==> config.mk <==
export PLATFORM = sky130hd
export DESIGN_NAME = alu_serial_seq
export DESIGN_NICKNAME = d
export VERILOG_FILES = /design/src/rtl/alu_pkg.sv /design/src/rtl/alu_serial_seq_slice.sv /design/src/rtl/alu_serial_seq.sv
export SDC_FILE = /design/constraint.sdc
export NUM_CORES = 1
export LEC_CHECK = 0
export CORE_AREA = 3 3 102 104
export DETAILED_ROUTE_END_ITERATION = 8
export DIE_AREA = 0 0 105 107
export PLACE_DENSITY = 0.84
export SLEW_MARGIN = 10
export SYNTH_ARGS = -nofsm -noshare
export SYNTH_HDL_FRONTEND = slang
export SYNTH_SLANG_ARGS = --single-unit
==> constraint.sdc <==
create_clock -name clk -period 5.3 [get_ports clk]
set_input_delay 0.53 -clock clk [delete_from_list [all_inputs] [get_ports clk]]
set_output_delay 0.53 -clock clk [all_outputs]
set_load 0.01 [all_outputs]
Fig. 1: run 1, clock nets
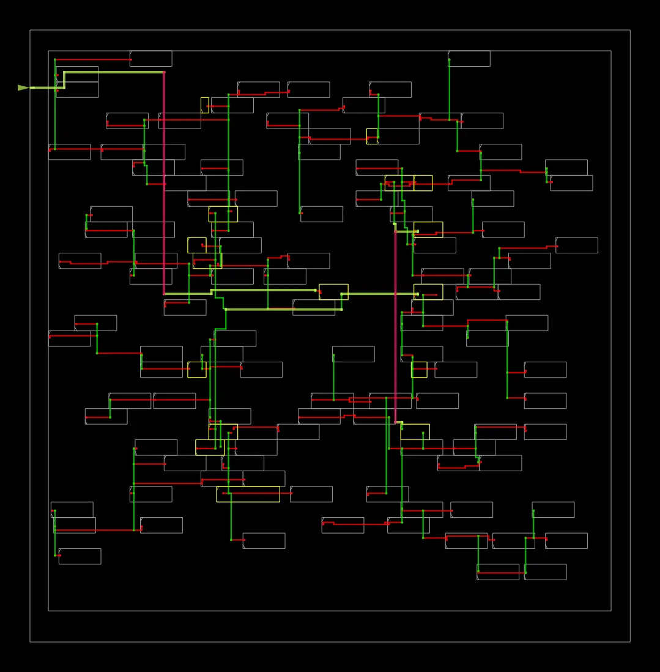
Worst-Skew Late Latency: 0.36 ns
number of CTS-inserted buffers: 9

Fig. 2: run 1, sequential cells grouped by signal name
Scale bar: 20 µm. Other sequential cells in the stronger gray, the rest of the logic in the fainter gray.
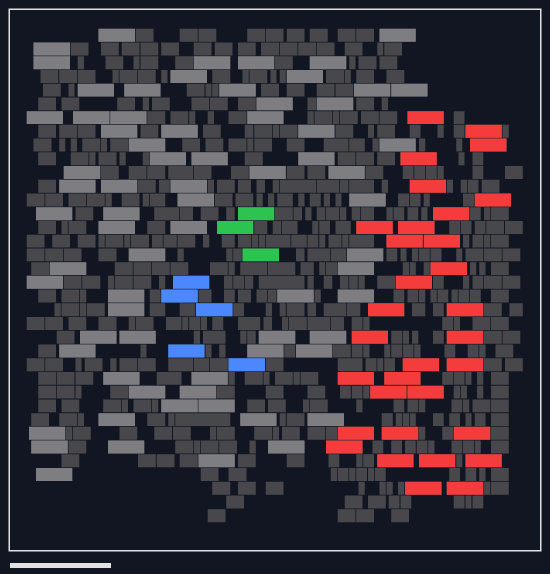
name in the netlist	color	flops
`count`	blue	5
`op_q`	green	3
`result`	red	32
not colored	71
Seq area share: 0.345
Sequential Area: 2220 µm²
seq pwr: 1.22 mW

Fig. 3: run 1, port wiring
Scale bar: 20 µm.
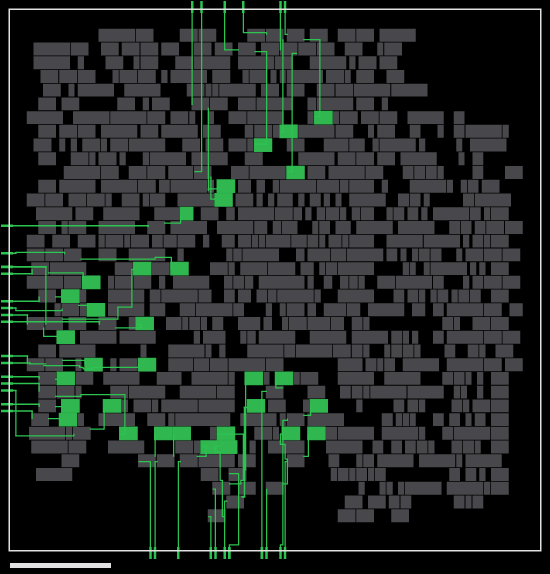
port	color	bits	direction	end cells	wire
`b`	green	32	input	32	784 µm
I/O Buffers: 105
# IOs: 106

Fig. 4: run 1, wiring by layer
Only two layers are drawn.
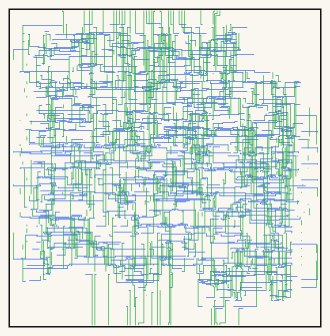
layer	color	wire length
M1	blue	4,820 µm
M2	green	5,180 µm
via count: 4,163
DRT Wirelength: 10,700 µm
GRT Total Usage: 0.184
Routed wire per std cell: 13.6 µm

==> results.cfg, run 1 <==
; physical design summary
[power]
top_power_group = combinational cells
ir_worst_vdd_v = 0.000485
power_per_cell_area_nw_per_um2 = 485
p_leak_nw = 2.91
seqPwrFrac = 0.391
powerClk_uw = 505
p_clk_frac = 0.161
power_switching_mw = 1.21
power_mw = 3.13

[critical_path]
cp.depth = 7
cp_data_arrival_time_ns = 2.82
cp_data_required_time_ns = 5.58
r2r_cells = 7
path_class = reg2reg
rrSetupSlack_ns = 2.77
cp.buffers_inverters = 3
path_delay_family = buffers and inverters
worst_path_largest_cell_delay_ns = 0.79
crit_fanout = 71
worstSetupStartpointType = flop

[job]
warnings = 34
maxCapViolations = 0

[clock_tree]
post_cts_buffers = 0
htree_levels = 3
path_clk_slew_ns = 0.10
cts_tree = done
clockRootBuffer = clkbuf_8
clock_path_buffers = 2
cts.sinks = 111
cts_resized = 0

[place]
dp_hpwl_um = 7190
placed_cell_area_um2 = 6250
place_inst = 766
place_ws_ns = 2.64
routabilityCongestion = 0.782

[logic_synthesis]
netlist_top_cells_count = 111 x dfxtp_1, 101 x nand2_1, 64 x mux2i_1, 64 x o211a_1, 40 x inv_1
ys.flops = 111
synth_area_um2 = 5340
aoi_share = 0.186
synthesis.nets = 653
avgSynthCellArea_um2 = 9.31
seq_area_frac_synth = 0.416
ys_warn_count = 0
synthCells = 574
most_common_cell = dfxtp_1
area_leaders = dfxtp_1 42%, mux2i_1 12%, o211a_1 12%
ys_area_um2 = 5340
xor_share = 0.00984
top_area_frac = 0.416
flop_cell = dfxtp_1
ys_cells = 574
synth-edff-count = 0
topCombFamilyByArea = AND-OR/OR-AND gates
fa_ha_area_frac = 0.0225
mux_area_frac = 0.123

[min_path]
whs_path_depth = 2
hold_path_class = reg2reg

[final_timing]
clock_skew_ns = 0.0109
max-slew-margin-rel = 0.217
finalCriticalPeriod_ns = 2.53
fmax_ghz = 0.395
setup_viol = 0
setup_slack_ns = 2.77
rsz0062_at_grt = false
worst-slew-pin-transition_ns = 1.17
hold_viol_final = 0
drv_slew = 0
fin_tns_setup_ns = 0
finalClockPeriodUsage = 0.478

[route]
drc = 0
drtAntennaViolNets = 0
met2_length_um = 5180
first_iter_violations = 190
wl_met1_um = 4820
first_pass_iters = 5
vias_per_cell = 5.32
dr.max_layer_used = met4

[grt]
grt_pass1_vias = 3854
antenna_found_initial = 0
grt-ovfl-total = 0
grt_first_pass_wirelength_um = 17300

[final_layout]
inverters = 40
drive_above_1_share = 0.0308
final_nets = 723
fill_cells = 804
seq_cells = 111
clock_buffers = 10
fin_area_um2 = 6450
mi_logic_area_um2 = 2660
instances_no_fill = 782
sh_comb_area = 0.412
dominant_cells = logic gates
diodes = 0
signal_buffers = 106
logic_gates = 376
synthToLayoutAreaGrowth_pct = 20.7

[floorplanning]
fp_util = 0.554
die-height_um = 107
nWellTaps = 133
die_x_um = 105
coreArea_um2 = 9640
row_count = 36

[run_status]
status = completed
run 1: layout by cell type, fill, tap and decap left out, drive strengths merged, types with 2 or more instances in the layout:
master and n:
dfxtp 111, clkdlybuf4s50 104, nand2 101, mux2i 64, o211a 64, inv 42, and2 31, o22ai 30
nor2 11, clkbuf 10, nor4 8, o21ai 8, ha 8, nor2b 7, nand4 5, nand3 5
a21oi 5, a22oi 4, xnor2 3, xor2 3, a21boi 3, and3 2, nand2b 2, a211oi 2
nand3b 2, buf 2, clkinv 2
run 1: metal layers:
metal | track usage | up-vias
met1 | 0.233 | 1913
met5 | 0 | -
met2 | 0.317 | 103
met4 | 0.0647 | 0
li1 | - | 2132
met3 | 0.0325 | 15
--- run 2 (diff from run 1) ---
--- a/config.mk
+++ b/config.mk
@@ -5,10 +5,10 @@
 export SDC_FILE = /design/constraint.sdc
 export NUM_CORES = 1
 export LEC_CHECK = 0
-export CORE_AREA = 3 3 102 104
+export CORE_AREA = 3 3 111 113
 export DETAILED_ROUTE_END_ITERATION = 8
-export DIE_AREA = 0 0 105 107
-export PLACE_DENSITY = 0.84
+export DIE_AREA = 0 0 114 116
+export PLACE_DENSITY = 0.76
 export SLEW_MARGIN = 10
 export SYNTH_ARGS = -nofsm -noshare
 export SYNTH_HDL_FRONTEND = slang
==> constraint.sdc (replaced) <==
create_clock -name clk -period 2.1 [get_ports clk]
set_input_delay 0.21 -clock clk [delete_from_list [all_inputs] [get_ports clk]]
set_output_delay 0.21 -clock clk [all_outputs]
set_load 0.01 [all_outputs]
==> results.cfg, run 2 <==
; physical design summary
[final_layout]
instances_no_fill = 802
diodes = 0
mi_logic_area_um2 = 2680
buf_share = 0.179
dominant_cells = logic gates
inverters = 40
synthToLayoutAreaGrowth_pct = 26.3
final_common_cell = dfxtp_1
clock_buffers = 9
fill_cells = 997
clk_share = 0.0454
sh_comb_area = 0.397
final_cell_mix = 111 x dfxtp_1, 103 x clkdlybuf4s50_1, 101 x nand2_1
signal_buffers = 116
drive_above_1_share = 0.0516
fin_area_um2 = 6750
logic_gates = 376
flop_area_um2 = 2220
final_nets = 733

[run_status]
status = completed

[clock_tree]
cts.sinks = 111
numCtsBuffers = 9
clockRootBuffer = clkbuf_16
cts_resized = 0
cts_tree = done
htree_levels = 3
ctsHoldBuffers = 0
path_clk_slew_ns = 0.07
clkLatencyLatePin_ns = 0.34
post_cts_buffers = 0
clock_path_buffers = 2

[route]
drc = 0
vias = 4282
drtAntennaViolNets = 0
routedWlPerCell_um = 14.0
dr.max_layer_used = met4
route.met3.wl_um = 876
first_pass_iters = 4
met2_length_um = 5220
wl_um = 11200
wl_met1_um = 4940
first_iter_violations = 236
vias_per_cell = 5.34

[grt]
use_met2 = 0.276
antenna_found_initial = 0
grt_pass1_vias = 4008
track_usage = 0.171
grt-ovfl-total = 0
grt_max_degree = 68
grt.met1_usage = 0.216
grt_first_pass_wirelength_um = 18600
grt_util_met3 = 0.0580
grt-busiest-layer = met2

[critical_path]
cp.depth = 7
r2r_cells = 7
slowest_stage = dfxtp_1
rrSetupSlack_ns = 0.29
end_kind = flop
cp_cell_sequence = a21oi_1 > xor2_1 > fa_1 > xnor2_1 > o211a_1 > nand4_1 > o21ai_0
path_class = reg2reg
cp.buffers_inverters = 0
worst_path_largest_cell_delay_ns = 0.47
worstSetupStartpointType = flop
cp_data_arrival_time_ns = 2.09
cp_data_required_time_ns = 2.37
path_delay_family = flip-flops
crit_fanout = 9

[floorplanning]
coreArea_um2 = 11400
ios = 106
die_area_um2 = 13200
nWellTaps = 143
fp_util = 0.468
die-height_um = 116
row_count = 39
die_x_um = 114

[job]
maxCapViolations = 0
warnings = 30

[final_timing]
hold_viol_final = 0
worst-slew-pin-transition_ns = 0.571
setup_slack_ns = 0.286
clock_skew_ns = 0.00570
finalClockPeriodUsage = 0.864
fin_tns_setup_ns = 0
max-slew-margin-rel = 0.615
rsz0062_at_grt = false
fmax_ghz = 0.551
setup_viol = 0
drv_slew = 0
finalCriticalPeriod_ns = 1.81

[logic_synthesis]
ys_cells = 574
synth-edff-count = 0
avgSynthCellArea_um2 = 9.31
most_common_cell = dfxtp_1
synthesis.nets = 653
top_area_cell = dfxtp_1
ys_warn_count = 0
ys.flops = 111
ys_area_um2 = 5340
synth.distinct_cells = 37
synthCells = 574
top_area_frac = 0.416
area_leaders = dfxtp_1 42%, mux2i_1 12%, o211a_1 12%
synth_area_um2 = 5340
netlist_top_cells_count = 111 x dfxtp_1, 101 x nand2_1, 64 x mux2i_1, 64 x o211a_1, 40 x inv_1
async_reset_ff_frac = 0
flop_cell = dfxtp_1
seq_area_frac_synth = 0.416

[power]
power_per_cell_area_nw_per_um2 = 1280
seqPwrFrac = 0.357
p_clk_frac = 0.200
power_switching_mw = 3.22
power_frac_comb = 0.444
power_mw = 8.65
p_int_mw = 5.43
top_power_group = combinational cells
pg_comb_mw = 3.84
ir_worst_vdd_v = 0.000815
p_leak_nw = 3.04

[place]
place_inst = 786
port_buffers = 105
placed_cell_area_um2 = 6410
place_ws_ns = 0.299
routabilityCongestion = 0.777
dp_hpwl_um = 7810

[min_path]
whs_path_depth = 2
hold_path_class = in2reg
==> run 2: cell count changes in the layout (fill, tap and decap cells not counted), sizes merged <==
cell / change
buf: +10
clkbuf: -1
clkdlybuf4s50: -1
clkinv: +1
dlymetal6s2s: +1
==> run 2: cell families (layout without fill, tap and decap cells) <==
| logic type | after synthesis | count (layout) | share of synthesized area |
|---|---|---|---|
| AOI/OAI and AO/OA | 120 | 120 | 0.186 |
| xor gates and xnor gates | 6 | 6 | 0.00984 |
| adders and majority gates | 9 | 9 | 0.0225 |
| buffers and inverters | 87 | 172 | 0.0897 |
| DFF | 111 | 111 | 0.416 |
| muxes | 65 | 65 | 0.123 |
| and+or+nand+nor | 176 | 176 | 0.153 |
Fig. 5: run 2, clock nets
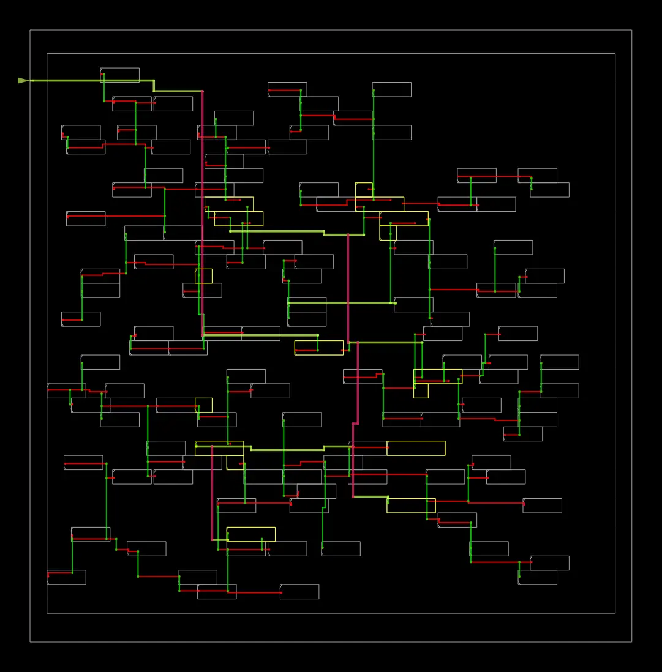
flop count: 111
Clock Power: 1.73 mW

Fig. 6: run 2, sequential cells grouped by signal name
Scale bar: 20 µm. Other sequential cells in the stronger gray, the rest of the logic in the fainter gray.
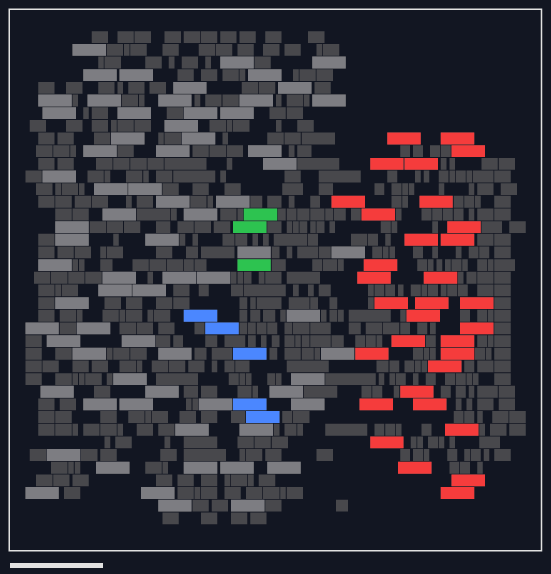
name in the netlist	color	flops
`result`	red	32
`count`	blue	5
`op_q`	green	3
not colored	71
seq pwr: 3.09 mW
Seq area share: 0.329
Util after Layout: 0.591

Power figures rest on the tool's default switching activity, not on a simulated workload.
